--- src/rtl/countdown_timer.sv ---
// countdown_timer
//   MM:SS BCD countdown timer for the microwave control path. Digits are
//   shifted in from the keypad while the magnetron is off; while mag_on is
//   high the count decrements once every TICKS_PER_SEC clocks. timer_done is
//   high whenever the registered count is 00:00.
//
//   Optional feature macro: COUNTDOWN_ADD30_EN (adds the add30 strobe port).
//
// Ports:
//   clk        in   system clock, rising edge
//   reset      in   synchronous active-high reset
//   clearn     in   active-low front-panel clear
//   mag_on     in   magnetron on; enables counting
//   key_valid  in   single-cycle keypress strobe
//   key_digit  in   [3:0] BCD key value (10..15 ignored)
//   min_tens   out  [3:0] count digit
//   min_ones   out  [3:0] count digit
//   sec_tens   out  [3:0] count digit (may hold 6..9, no normalisation)
//   sec_ones   out  [3:0] count digit
//   timer_done out  high when count is 00:00
//   add30      in   single-cycle +30 s strobe (COUNTDOWN_ADD30_EN only)
module countdown_timer #(
    parameter int unsigned TICKS_PER_SEC = 50_000_000
) (
    input  logic       clk,
    input  logic       reset,
    input  logic       clearn,
    input  logic       mag_on,
    input  logic       key_valid,
    input  logic [3:0] key_digit,
    output logic [3:0] min_tens,
    output logic [3:0] min_ones,
    output logic [3:0] sec_tens,
    output logic [3:0] sec_ones,
    output logic       timer_done
`ifdef COUNTDOWN_ADD30_EN
    ,
    input  logic       add30
`endif
);

    localparam int unsigned PW = (TICKS_PER_SEC > 1) ? $clog2(TICKS_PER_SEC) : 1;
    localparam logic [PW-1:0] PRESC_MAX = PW'(TICKS_PER_SEC - 1);

    typedef enum logic [1:0] {IDLE, RUN, EXPIRED} state_t;

    logic [15:0]   count;
    logic [15:0]   count_next;
    logic [PW-1:0] presc;
    logic [PW-1:0] presc_next;
    logic          done_next;
    logic          tick;
    logic          key_ok;
    logic          add_req;
    state_t        state;

    // BCD decrement with borrow; sec_tens borrows to 5 so a minute is 60 s.
    // Caller guarantees a nonzero count.
    function automatic logic [15:0] bcd_dec(input logic [15:0] c);
        logic [3:0] mt, mo, st, so;
        {mt, mo, st, so} = c;
        if (so != 4'd0) begin
            so = so - 4'd1;
        end else begin
            so = 4'd9;
            if (st != 4'd0) begin
                st = st - 4'd1;
            end else begin
                st = 4'd5;
                if (mo != 4'd0) begin
                    mo = mo - 4'd1;
                end else begin
                    mo = 4'd9;
                    mt = mt - 4'd1;
                end
            end
        end
        return {mt, mo, st, so};
    endfunction

`ifdef COUNTDOWN_ADD30_EN
    // +30 s: sec_tens >= 3 wraps down by 3 and carries a minute; a carry
    // past 99 minutes saturates the whole count at 99:59.
    function automatic logic [15:0] bcd_add30(input logic [15:0] c);
        logic [3:0] mt, mo, st, so;
        {mt, mo, st, so} = c;
        if (st >= 4'd3) begin
            st = st - 4'd3;
            if (mo != 4'd9) begin
                mo = mo + 4'd1;
            end else if (mt != 4'd9) begin
                mo = 4'd0;
                mt = mt + 4'd1;
            end else begin
                mt = 4'd9;
                mo = 4'd9;
                st = 4'd5;
                so = 4'd9;
            end
        end else begin
            st = st + 4'd3;
        end
        return {mt, mo, st, so};
    endfunction

    assign add_req = add30;
`else
    assign add_req = 1'b0;
`endif

    // State is a pure function of the count and mag_on; the count register
    // itself is the state storage.
    always_comb begin
        if (count == '0) begin
            state = EXPIRED;
        end else if (mag_on) begin
            state = RUN;
        end else begin
            state = IDLE;
        end
    end

    always_comb begin
        tick       = 1'b0;
        presc_next = presc;
        count_next = count;
        key_ok     = key_valid && !mag_on && (key_digit <= 4'd9);

        if (state == RUN) begin
            if (presc == PRESC_MAX) begin
                presc_next = '0;
                tick       = 1'b1;
            end else begin
                presc_next = presc + 1'b1;
            end
        end

        if (tick) begin
            count_next = bcd_dec(count);
        end

`ifdef COUNTDOWN_ADD30_EN
        if (add_req) begin
            count_next = bcd_add30(count_next);
        end else
`endif
        // add30 outranks key entry; key and tick never coexist (mag_on).
        if (key_ok && !add_req) begin
            count_next = {count[11:0], key_digit};
            presc_next = '0;
        end

        done_next = (count_next == '0);
    end

    always_ff @(posedge clk) begin
        if (reset || !clearn) begin
            count      <= '0;
            presc      <= '0;
            timer_done <= 1'b1;
        end else begin
            count      <= count_next;
            presc      <= presc_next;
            timer_done <= done_next;
        end
    end

    assign min_tens = count[15:12];
    assign min_ones = count[11:8];
    assign sec_tens = count[7:4];
    assign sec_ones = count[3:0];

endmodule
--- config.mk ---
export PLATFORM = sky130hd
export DESIGN_NAME = countdown_timer
export DESIGN_NICKNAME = d
export VERILOG_FILES = /design/src/rtl/countdown_timer.sv
export SDC_FILE = /design/constraint.sdc
export NUM_CORES = 1
export LEC_CHECK = 0
export ABC_AREA = 1
export CAP_MARGIN = 20
export CORE_MARGIN = 4
export CORE_UTILIZATION = 50
export DETAILED_ROUTE_END_ITERATION = 10
export PLACE_DENSITY = 0.67
export RECOVER_POWER = 25
export SLEW_MARGIN = 5
export SYNTH_ARGS = -nofsm -noshare
export SYNTH_HDL_FRONTEND = slang
export SYNTH_SLANG_ARGS = --single-unit
--- constraint.sdc ---
create_clock -name clk -period 3.3 [get_ports clk]
set_clock_uncertainty 0.1 [all_clocks]
set_input_delay 0.495 -clock clk [delete_from_list [all_inputs] [get_ports clk]]
set_output_delay 0.495 -clock clk [all_outputs]
set_load 0.005 [all_outputs]
Run 1, where the registers sit:
Scale bar: 20 microns. Other sequential cells in the stronger grey, the rest of the logic in the fainter grey.
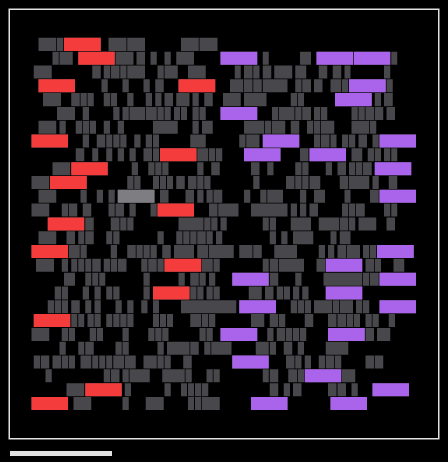
red -> count  # placed flops 16
purple -> presc  # placed flops 26
not coloured = 1

Run 1, cells coloured by class:
Scale bar: 20 microns. Fill, decap, tap and diode cells in grey.
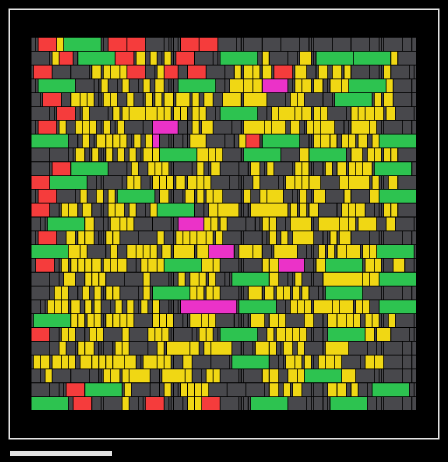
red -> other buffers and delay cells  # cells 28, share of their area 8.5%
yellow -> all other logic  # cells 418, share of their area 61%
green -> flip-flops  # cells 43, share of their area 27%
magenta -> clock drivers and dummy loads  # cells 7, share of their area 3.2%
Util after Layout: 59.1%
sequential cell area share: 26.1%
post-route design area: 0.00330 sq mm
core area: 0.00557 sq mm
num rows: 27

Run 1, wiring by layer:
Scale bar: 20 microns.
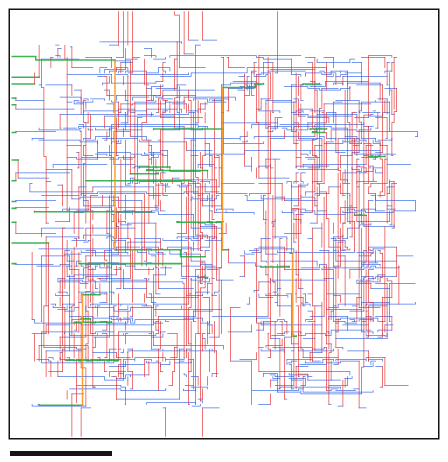
green -> met3  # wire length 237 microns
blue -> met1  # wire length 3280 microns
red -> met2  # wire length 3460 microns
orange -> met4  # wire length 107 microns
routed wire length: 7080 microns
vias: 2937
Total GRT Usage: 20.3%
WL/cell: 12.5 microns

==> results.json, run 1 <==
{
  "status": "finished, final reports clean",
  "cp-start-kind": "register",
  "synth_flop_count": 43,
  "postRouteAntennaNets": 0,
  "cts_hold_buf": 0,
  "pin_count": 26,
  "setup_viol": 0,
  "warnings": 27,
  "maxCapViolCount": 0,
  "worstSetupPathType": "register to register",
  "edf_count": 0,
  "yosys.area_share.xor_xnor_pct": 0.903,
  "min_period_ns": 2.65,
  "worstPathRequired_ns": 3.39,
  "grt_max_degree": 21,
  "first_pass_iters": 5,
  "p_sw_w": 0.000247,
  "slew_violations": 0,
  "fmax_mhz": 378,
  "drive_gt1_share_pct": 9.27,
  "antenna-diode-count": 0,
  "cts_tree": "done",
  "seq_area_sq_um": 861,
  "cts_buffers": 5,
  "die.size.y_microns": 84.3,
  "numPortBuffers": 25,
  "gp_congestion": 0.894,
  "synthMuxAreaShare_pct": 0,
  "async_flop_share_pct": 0,
  "num-nets-final": 508,
  "simple_gate_share_pct": 48.3,
  "dieArea_sq_mm": 0.00710,
  "syn_area_per_cell_sq_um": 6.19,
  "syn_nets": 482,
  "ys_sh_aoi_pct": 11.1,
  "root_buffer": "clkbuf_8",
  "sw_frac_of_total_pct": 24.1,
  "synthesis.area_sq_mm": 0.00291,
  "finalCritPeriodShare_pct": 80.3,
  "tns_ns": 0,
  "ir_worst_vdd_mv": 0.164,
  "clk_pin_slew_ns": 0.08,
  "pwr-share-clk_pct": 39.9,
  "ys_seq_share_pct": 29.6,
  "drtIter0Drc": 137,
  "die_x_microns": 84.3,
  "critical_path_peak_fanout": 11,
  "cts_max_path_buffers": 2,
  "ys_chip_area_sq_mm": 0.00291,
  "clock_latency_ns": 0.30,
  "mi_logic_area_sq_mm": 0.00177,
  "adder_share_pct": 1.29,
  "hold_viol": 0,
  "fp_util_pct": 52.2,
  "drc": 0,
  "holdWs_ns": 0.374,
  "cellPowerDensity_mw_per_mm2": 311,
  "cts_resized": 0,
  "area_delta_synth_final_pct": 13.2,
  "flop_cell": "dfxtp_1",
  "hpwlAfterDp_microns": 5400,
  "ys_cells": 470,
  "pwr-share-comb_pct": 8.8,
  "grt_first_pass_wirelength_microns": 12000,
  "grt_pass1_vias": 2693,
  "clock_sinks": 43,
  "cts_setup_buffers": 0,
  "pwr-share-seq_pct": 51.3,
  "leakagePower_nw": 1.43,
  "end_kind": "register",
  "grt_overflow_total": 0,
  "antenna_found_initial": 0,
  "n_fill_cell": 572,
  "internal_power_w": 0.000778,
  "logic_family": "simple AND/OR/NAND/NOR gates",
  "cts.htree.levels": 2,
  "synth_cell_types": 37,
  "routed_via_density": 5.17,
  "arrival_ns": 2.74,
  "yosysWarnings": 0,
  "hold_class": "register to register",
  "slew_headroom_pct": 63.9,
  "syn_inst": 470,
  "worst_pin_slew_ns": 0.539,
  "rsz0062_at_grt": "false"
}
## run 1: Yosys cell counts (5+ instances only)
library cell	count	share of area (%)
nand2_1	164	21
nor2_1	54	7.0
inv_1	44	5.7
dfxtp_1	43	30
a21oi_1	30	5.2
nand3_1	25	4.3
o21ai_0	16	2.8
nor3_1	15	2.6
nor2_2	8	1.7
inv_2	7	0.90
nand4_1	7	1.5
nand2_4	6	2.3
o21ai_1	5	0.86
## run 1: power groups by stage
stage | sequential, W | combinational (W) | clock (W)
2_1_floorplan | 0.000537 | 0.0000668 | 0
3_3_place_gp | 0.000538 | 0.0000957 | 0
3_5_place_dp | 0.000538 | 0.0000961 | 0
4_1_cts | 0.000526 | 0.0000967 | 0.000422
5_1_grt | 0.000527 | 0.000102 | 0.000441
6_report | 0.000526 | 0.0000898 | 0.000409
## run 1: worst paths after layout
check                               start         end  slack (ns)  cells past startpoint
worst min register to register  presc[22]   presc[22]        0.37                      1
worst max-delay path             count[2]  timer_done        0.65                     15
worst min-delay path            presc[22]   presc[22]        0.37                      1
worst max register to register   count[2]  timer_done        0.65                     15
## run 1: flip-flops by register name, summed over array words and instances (netlist names)
register	cells
presc	26
count	16
timer_done	1
## run 1: cell usage in the layout (no fill, tap or decap), drive strengths merged
cell | synthesis | layout
ha | 3 | 3
xor2 | 1 | 1
a211oi | 4 | 4
buf | 6 | 3
o21a | 3 | 3
nor4 | 1 | 1
a21oi | 30 | 30
bufinv | 0 | 1
nor2 | 67 | 67
or2 | 1 | 1
dfxtp | 43 | 43
o21ai | 21 | 21
o31ai | 1 | 1
nand3 | 28 | 28
clkdlybuf4s50 | 0 | 14
clkbuf | 3 | 6
nand3b | 1 | 1
a22oi | 1 | 1
xnor2 | 2 | 2
nand2 | 174 | 174
nand4 | 9 | 9
inv | 52 | 52
nor3b | 3 | 3
nor3 | 16 | 16
dlygate4sd3 | 0 | 11
## run 1: worst max-delay path, cell delays in order (launching register included)
cell and delay (ns):
dfxtp_1 0.48, nor2_1 0.08, nand2_1 0.31, nor2_2 0.05, nand2_1 0.15, nand2_1 0.28
nor2_1 0.52, nand2_1 0.11, nand2_1 0.08, nand2_1 0.07, nand2_1 0.08, nor2_1 0.04
nand2_1 0.05, nor2_1 0.04, nand3_1 0.05, nand2_1 0.05
## run 1: per-stage QoR
step	area, sq um	std cells	setup WS [ns]	power, W	utilization (%)
after floorplan	2910	470	1.40	0.000604	-
after global placement	3220	561	0.734	0.000634	57.7
after detailed placement	3220	561	0.731	0.000634	57.7
after CTS	3320	568	0.877	0.00104	59.6
after global routing	3300	568	0.378	0.00107	59.1
final	3300	568	0.651	0.00102	59.1
## run 1: per-layer routing
metal	share of wire (%)	up-vias	GRT usage, %
met5	0	-	0
met4	1.5	0	6.73
met3	3.3	10	3.73
met2	49	54	35.7
met1	46	1319	25.0
li1	-	1554	-
## run 1: area by class of cell
type | count | share of cell area, %
Clock inverter | 1 | 0.911
Timing Repair Buffer | 28 | 8.28
Multi-Input combinational cell | 366 | 53.7
Inverter | 52 | 6.07
Sequential cell | 43 | 26.1
Tap cell | 72 | 2.73
Clock buffer | 6 | 2.20
Run 1, placement view:
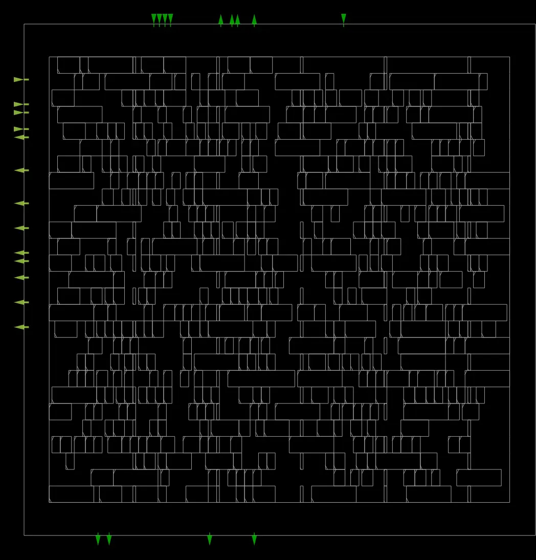

==> run 1 -> run 2 <==
Settings changed: PLACE_DENSITY 0.67 to 0.7.
Clock period 3.3 ns to 2.4 ns, I/O delays scaled along.
Run 2, placement view:
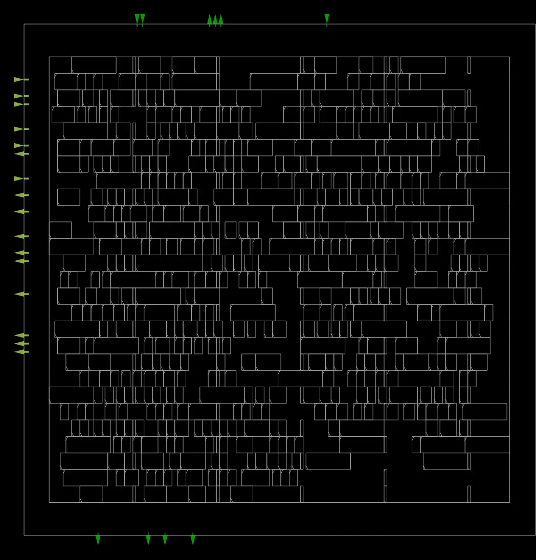
flip-flops: 43
sequential cell area share: 24.4%

==> run 2 against run 1 <==
Hold slack worse by 0.00079 ns; global-route usage grew 0.22 points; count of clock-buffer cells in the layout is the same; highest routed layer unchanged; sequential power grew 37%; die size did not move; first-iteration DRC count rose by 42%; largest cell class unchanged.
==> results.json, run 2 <==
{
  "yosysMostFrequentCell": "nand2_1",
  "topCellsByArea": "dfxtp_1 (30%), nand2_1 (21%), nor2_1 (7.0%)",
  "coreArea_sq_mm": 0.00557,
  "lay_top_cells": "nand2_1 (164), nor2_1 (52), inv_1 (43)",
  "drive_gt1_share_pct": 15.7,
  "clock_latency_ns": 0.30,
  "drtIter0Drc": 194,
  "syn_nets": 482,
  "flop_cell": "dfxtp_1",
  "place_ws_ns": -0.139,
  "cp-start-kind": "register",
  "ys_sh_aoi_pct": 11.1,
  "hold_viol": 0,
  "routed_via_density": 5.09,
  "final_core_util_pct": 63.5,
  "synth_flop_count": 43,
  "gp_congestion": 0.834,
  "routed_wirelength_microns": 7380,
  "hold_class": "register to register",
  "cts_tree": "done",
  "yosys-top-cells-count": "nand2_1 (164), nor2_1 (54), inv_1 (44)",
  "critical_path_peak_fanout": 7,
  "vias": 3017,
  "slew_headroom_pct": 68.9,
  "worst_pin_slew_ns": 0.466,
  "edf_count": 0,
  "syn_area_per_cell_sq_um": 6.19,
  "synthMuxAreaShare_pct": 0,
  "worstPathRequired_ns": 2.55,
  "syn_inst": 470,
  "ys_cells": 470,
  "logic_family": "simple AND/OR/NAND/NOR gates",
  "largest_reg_flops": 26,
  "setup_ws_ns": 0.195,
  "yosysWarnings": 0,
  "cts_buffers": 5,
  "grt_first_pass_wirelength_microns": 12200,
  "largest_area_cell": "dfxtp_1",
  "cellPowerDensity_mw_per_mm2": 418,
  "status": "finished, final reports clean",
  "cts_hold_buf": 0,
  "grt_overflow_total": 0,
  "warnings": 27,
  "fmax_mhz": 454,
  "cts_max_path_buffers": 2,
  "place_area_sq_mm": 0.00336,
  "antenna-diode-count": 0,
  "postLayoutCellArea_sq_mm": 0.00354,
  "hpwlAfterDp_microns": 5420,
  "finalCritPeriodShare_pct": 91.9,
  "rows": 27,
  "synthesis.area_sq_mm": 0.00291,
  "pin_count": 26,
  "setup_viol": 0,
  "arrival_ns": 2.35,
  "dieArea_sq_mm": 0.00710,
  "top_area_share_pct": 29.6,
  "num-nets-final": 532,
  "end_kind": "register",
  "antenna_found_initial": 0,
  "regMostFlops": "presc",
  "worstSetupPathType": "register to register",
  "maxCapViolCount": 0,
  "clock_sinks": 43,
  "min_period_ns": 2.20,
  "area_delta_synth_final_pct": 21.6,
  "die_x_microns": 84.3,
  "grtUsageTotal_pct": 20.6,
  "postRouteAntennaNets": 0,
  "leakagePower_nw": 1.53,
  "ys_seq_share_pct": 29.6,
  "fp_util_pct": 52.2,
  "grt_pass1_vias": 2711
}
run 2: critical path, cell delays in order (launching register included):
cell and delay (ns):
dfxtp_2 0.37, ha_2 0.19, nand2_1 0.10, nor2_2 0.18, nand2_1 0.10, nor2_1 0.12
nand3_2 0.12, nor2_4 0.21, nand3_1 0.11, nand2_1 0.11, nand2_1 0.05, nor2_1 0.09
nand2_1 0.06, nor2_1 0.12, nand3_1 0.08, nand2_1 0.06
run 2: cell families (layout without fill, tap and decap cells):
| kind of cell | Yosys count | count (layout) |
|---|---|---|
| buffers and inverters | 61 | 112 |
| xor gates and xnor gates | 3 | 3 |
| and+or+nand+nor | 300 | 300 |
| DFF | 43 | 43 |
| AOI/OAI and AO/OA | 60 | 60 |
| adders and majority gates | 3 | 3 |
run 2: final cells by class:
cell class                      count  area (sq um)
Clock inverter                      2          35.0
Timing Repair inverter              1          7.51
Timing Repair Buffer               51           449
Tap cell                           72          90.1
Inverter                           52           204
Clock buffer                        6          82.6
Sequential cell                    43           865
Multi-Input combinational cell    366          1810
Fill cell                         513          2040
run 2: final timing paths:
path | startpoint | to | cells past startpoint | slack, ns
worst max register to register | presc[0] | timer_done | 15 | 0.20
worst min register to register | presc[22] | presc[22] | 1 | 0.37
worst max-delay path | presc[0] | timer_done | 15 | 0.20
worst min-delay path | presc[22] | presc[22] | 1 | 0.37
run 2: timing repair:
item | 4_1_cts | 5_1_grt
resized | 1 | 9
pin swaps | 0 | 2
gates cloned | 0 | 1
setup buffers | 0 | 4
setup endpoints to repair | 3 | 7
run 2: layer usage:
layer	global-route usage, %	share of wire (%)
met5	0	0
met4	4.24	1.2
met3	4.12	3.7
met2	35.3	49
met1	26.7	46
run 2: power breakdown:
part / switching [W] / internal [W]
clock network: 0.000270 / 0.000337
registers: 0.00000252 / 0.000717
logic: 0.0000908 / 0.0000610
total: 0.000364 / 0.00112
run 2: per-stage QoR:
stage	setup TNS, ns	total power [W]	instances	hold WS (ns)
floorplan	0	0.000830	470	0.322
global placement	-0.418	0.000882	580	0.358
detailed placement	-0.982	0.000883	580	0.363
CTS	0	0.00148	588	0.376
global route	-0.0239	0.00153	593	0.406
finish	0	0.00148	593	0.373
Power and IR drop assume default switching activity.
